### src/rtl/memwb_stage.sv
// MEM->WB pipeline stage: load formatting, valid/ready handshake with a 2-entry skid buffer.
// Define MEMWB_FWD_EN to add the fwd_valid/fwd_rdn/fwd_rdd bypass outputs.
module memwb_stage #(
  parameter int unsigned WordSize = 32,
  parameter int unsigned RegAddrW = 5,
  parameter int unsigned OffW     = $clog2(WordSize / 8)
) (
  input  logic                clk,
  input  logic                rst,
  input  logic                flush,
  input  logic                in_valid,
  output logic                in_ready,
  input  logic [2:0]          wbs,
  input  logic [OffW-1:0]     byte_off,
  input  logic [RegAddrW-1:0] rdn_in,
  input  logic [WordSize-1:0] alu_out,
  input  logic [WordSize-1:0] mrd,
  output logic                out_valid,
  input  logic                out_ready,
  output logic [RegAddrW-1:0] rdn,
  output logic [WordSize-1:0] rdd,
  output logic                we
`ifdef MEMWB_FWD_EN
  ,
  output logic                fwd_valid,
  output logic [RegAddrW-1:0] fwd_rdn,
  output logic [WordSize-1:0] fwd_rdd
`endif
);

  typedef enum logic [1:0] {
    StEmpty = 2'd0,
    StFull  = 2'd1,
    StSkid  = 2'd2
  } state_e;

  state_e              state_q, state_d;
  logic [RegAddrW-1:0] rdn_q, rdn_d, skid_rdn_q, skid_rdn_d;
  logic [WordSize-1:0] rdd_q, rdd_d, skid_rdd_q, skid_rdd_d;
  logic [WordSize-1:0] fmt_data, lane_b, lane_h, lane_w;
  logic [OffW-1:0]     off_h, off_w;
  logic                accept, consume;

  // Lane extraction; alignment is forced by clearing low offset bits per access size.
  always_comb begin
    off_h      = byte_off;
    off_h[0]   = 1'b0;
    off_w      = byte_off;
    off_w[1:0] = 2'b00;
    lane_b     = mrd >> {byte_off, 3'b000};
    lane_h     = mrd >> {off_h, 3'b000};
    lane_w     = mrd >> {off_w, 3'b000};
    case (wbs)
      3'd0:    fmt_data = alu_out;
      3'd1:    fmt_data = WordSize'($signed(lane_b[7:0]));
      3'd2:    fmt_data = WordSize'($signed(lane_h[15:0]));
      3'd3:    fmt_data = WordSize'(lane_b[7:0]);
      3'd4:    fmt_data = WordSize'(lane_h[15:0]);
      3'd5:    fmt_data = mrd;
      // With a 32-bit word off_w is always 0, so these collapse to the full word.
      3'd6:    fmt_data = WordSize'($signed(lane_w[31:0]));
      3'd7:    fmt_data = WordSize'(lane_w[31:0]);
      default: fmt_data = mrd;
    endcase
  end

  always_comb begin
    in_ready  = (state_q == StEmpty) || (state_q == StFull);
    out_valid = (state_q == StFull) || (state_q == StSkid);
    rdn       = rdn_q;
    rdd       = rdd_q;
    we        = out_valid && (rdn_q != '0);
    accept    = in_valid && in_ready;
    consume   = out_valid && out_ready;
  end

  always_comb begin
    state_d    = state_q;
    rdn_d      = rdn_q;
    rdd_d      = rdd_q;
    skid_rdn_d = skid_rdn_q;
    skid_rdd_d = skid_rdd_q;
    case (state_q)
      StEmpty: begin
        if (accept) begin
          state_d = StFull;
          rdn_d   = rdn_in;
          rdd_d   = fmt_data;
        end
      end
      StFull: begin
        if (accept && consume) begin
          rdn_d = rdn_in;
          rdd_d = fmt_data;
        end else if (accept) begin
          state_d    = StSkid;
          skid_rdn_d = rdn_in;
          skid_rdd_d = fmt_data;
        end else if (consume) begin
          state_d = StEmpty;
        end
      end
      StSkid: begin
        if (consume) begin
          state_d = StFull;
          rdn_d   = skid_rdn_q;
          rdd_d   = skid_rdd_q;
        end
      end
      default: state_d = StEmpty;
    endcase
    if (flush) begin
      state_d = StEmpty;
    end
  end

  always_ff @(posedge clk) begin
    if (rst) begin
      state_q    <= StEmpty;
      rdn_q      <= '0;
      rdd_q      <= '0;
      skid_rdn_q <= '0;
      skid_rdd_q <= '0;
    end else begin
      state_q    <= state_d;
      rdn_q      <= rdn_d;
      rdd_q      <= rdd_d;
      skid_rdn_q <= skid_rdn_d;
      skid_rdd_q <= skid_rdd_d;
    end
  end

`ifdef MEMWB_FWD_EN
  assign fwd_valid = we;
  assign fwd_rdn   = rdn_q;
  assign fwd_rdd   = rdd_q;
`endif

endmodule
### config.mk
export PLATFORM = sky130hd
export DESIGN_NAME = memwb_stage
export DESIGN_NICKNAME = d
export VERILOG_FILES = /design/src/rtl/memwb_stage.sv
export SDC_FILE = /design/constraint.sdc
export NUM_CORES = 1
export LEC_CHECK = 0
export ABC_AREA = 1
export CAP_MARGIN = 20
export CORE_ASPECT_RATIO = 0.5
export CORE_UTILIZATION = 44
export CTS_BUF_LIST = sky130_fd_sc_hd__clkbuf_16
export DETAILED_ROUTE_END_ITERATION = 10
export GPL_TIMING_DRIVEN = 0
export PLACE_DENSITY = 0.74
export SYNTH_ARGS = -nofsm -noshare
export SYNTH_HDL_FRONTEND = slang
export SYNTH_SLANG_ARGS = --single-unit
### constraint.sdc
create_clock -name clk -period 1.5 [get_ports clk]
set_input_delay 0.3 -clock clk [delete_from_list [all_inputs] [get_ports clk]]
set_output_delay 0.3 -clock clk [all_outputs]
set_load 0.005 [all_outputs]
Figure 1. Cell outlines without signal wires.
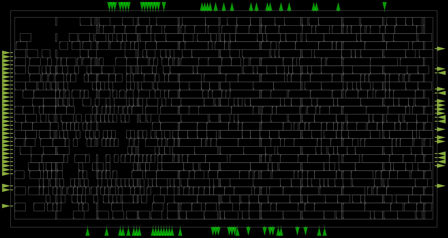
flop share of the area: 19.8%
row count: 25
seq_cells: 76
fin util: 81.8%
core box area: 9600 um^2

Figure 2. Placement by cell class.
Fill, decap, tap and diode cells in grey.
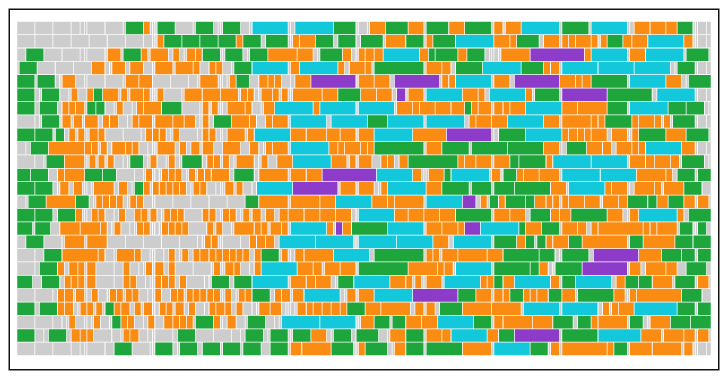
colour	class	cells
cyan	flip-flops	76
orange	all other logic	562
green	other buffers and delay cells	204
purple	clock drivers and dummy loads	16
post-route cell area: 7860 um^2

Figure 3. Signal wires by layer.
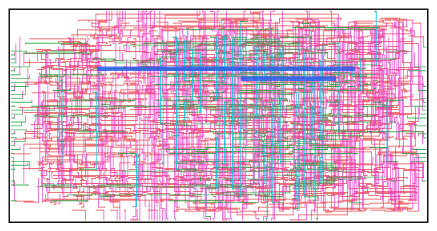
colour	layer	wire length
blue	met5	119 um
cyan	met4	1,730 um
red	met1	8,610 um
green	met3	2,760 um
magenta	met2	9,810 um
Via Count: 6,118
GRT Resource Usage Total: 35.2%
DRT Wirelength: 23.0 mm
Routed WL per cell: 23.2 um

Figure 4. Routed clock nets over the placement.
The bar under the picture is 50 um long.
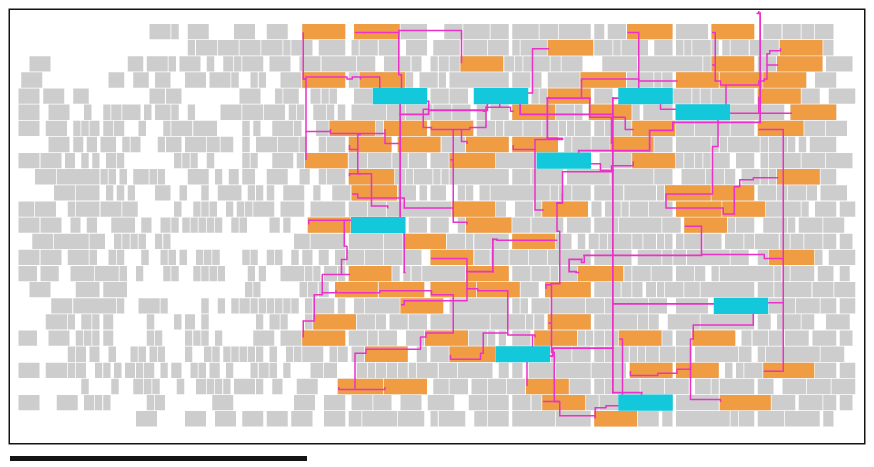
[magenta] clock wires | length: 1,110 um
[cyan] cells driving clock nets | count: 9
[orange] flip-flops | count: 76
routed clock nets	10
clk latency late pin: 0.35 ns
Clock Skews: 0.00801 ns
clock power share: 36.0%
P_clk: 2.53 mW

==> impl_metrics.csv <==
group,metric,value,unit
run_status,status,"finished, violations left",
run_status,failed_checks,"setup timing",
clock_network,cts_max_level,3,
setup_path,critical_path.startpoint,"state_q[0]$_SDFFE_PP0P_",
hold_path,hold-path-cell-count,2,
clock_network,post_cts_buffers,25,
setup_path,crit_path_max_fanout,8,
routing,detail-route-antenna-nets,0,
pwr,maxPowerGroup,"clock",
pwr,finalPower,7.05,mW
setup_path,crit_path_frequent_cell,"inv_4",
pwr,leakagePower,3.75,nW
pwr,power.switching,2.31,mW
timing,max_freq,0.505,GHz
yosys,ys_cells,681,
placement,detailed_place.area,5960,um^2
yosys,synthTopLogicFamily,"simple AND/OR/NAND/NOR gates",
timing,whs,0.492,ns
timing,setup_viol,83,
timing,worst_slack,-0.478,ns
clock_network,cts_buffers,9,
pwr,seq_power,2.34,mW
die,initCoreUtil,46.2,%
setup_path,cpMaxStageDelayCell,"dfxtp_4",
setup_path,critPathLaunchType,"flop",
setup_path,worstSetupPathType,"flop to flop",
cells_and_area,mostFrequentLayoutCells,"nand2_1, clkdlybuf4s50_1, nor2_1",
grt,grtUsageMet3,8.33,%
yosys,yosysTopAreaCell,"dfxtp_1",
routing,drtIter0Drc,616,
timing,period_needed,1.98,ns
hold_path,hold_end,"skid_rdn_q[0]$_SDFFE_PP0P_",
setup_path,cpPeakStageDelay,0.40,ns
yosys,syn-cell-area,4440,um^2
routing,drc,0,
tightest hold or removal path: cells and delay by family, from the launching register on:
kind,cells,cell delay [ns]
AND-OR/OR-AND,1,0.06
buffers and inverters,1,0.09
flip-flops,1,0.30
cell type report:
class / instances / area (um^2)
multi-input cells: 507 / 3310
inverters: 55 / 251
diodes: 1 / 2.50
clock inverters: 6 / 85.1
well taps: 135 / 169
clock buffers: 10 / 250
repair buffers: 163 / 1820
fillers: 525 / 1750
plain buffers: 41 / 405
flip-flops and latches: 76 / 1560
registers in the layout, indices dropped and copies added, names as in the netlist:
| signal | flops |
|---|---|
| skid_rdn_q | 5 |
| skid_rdd_q | 32 |
| state_q | 2 |
| rdn | 5 |
| rdd | 32 |
No activity file was given, so power comes from the tool's default toggle rates.
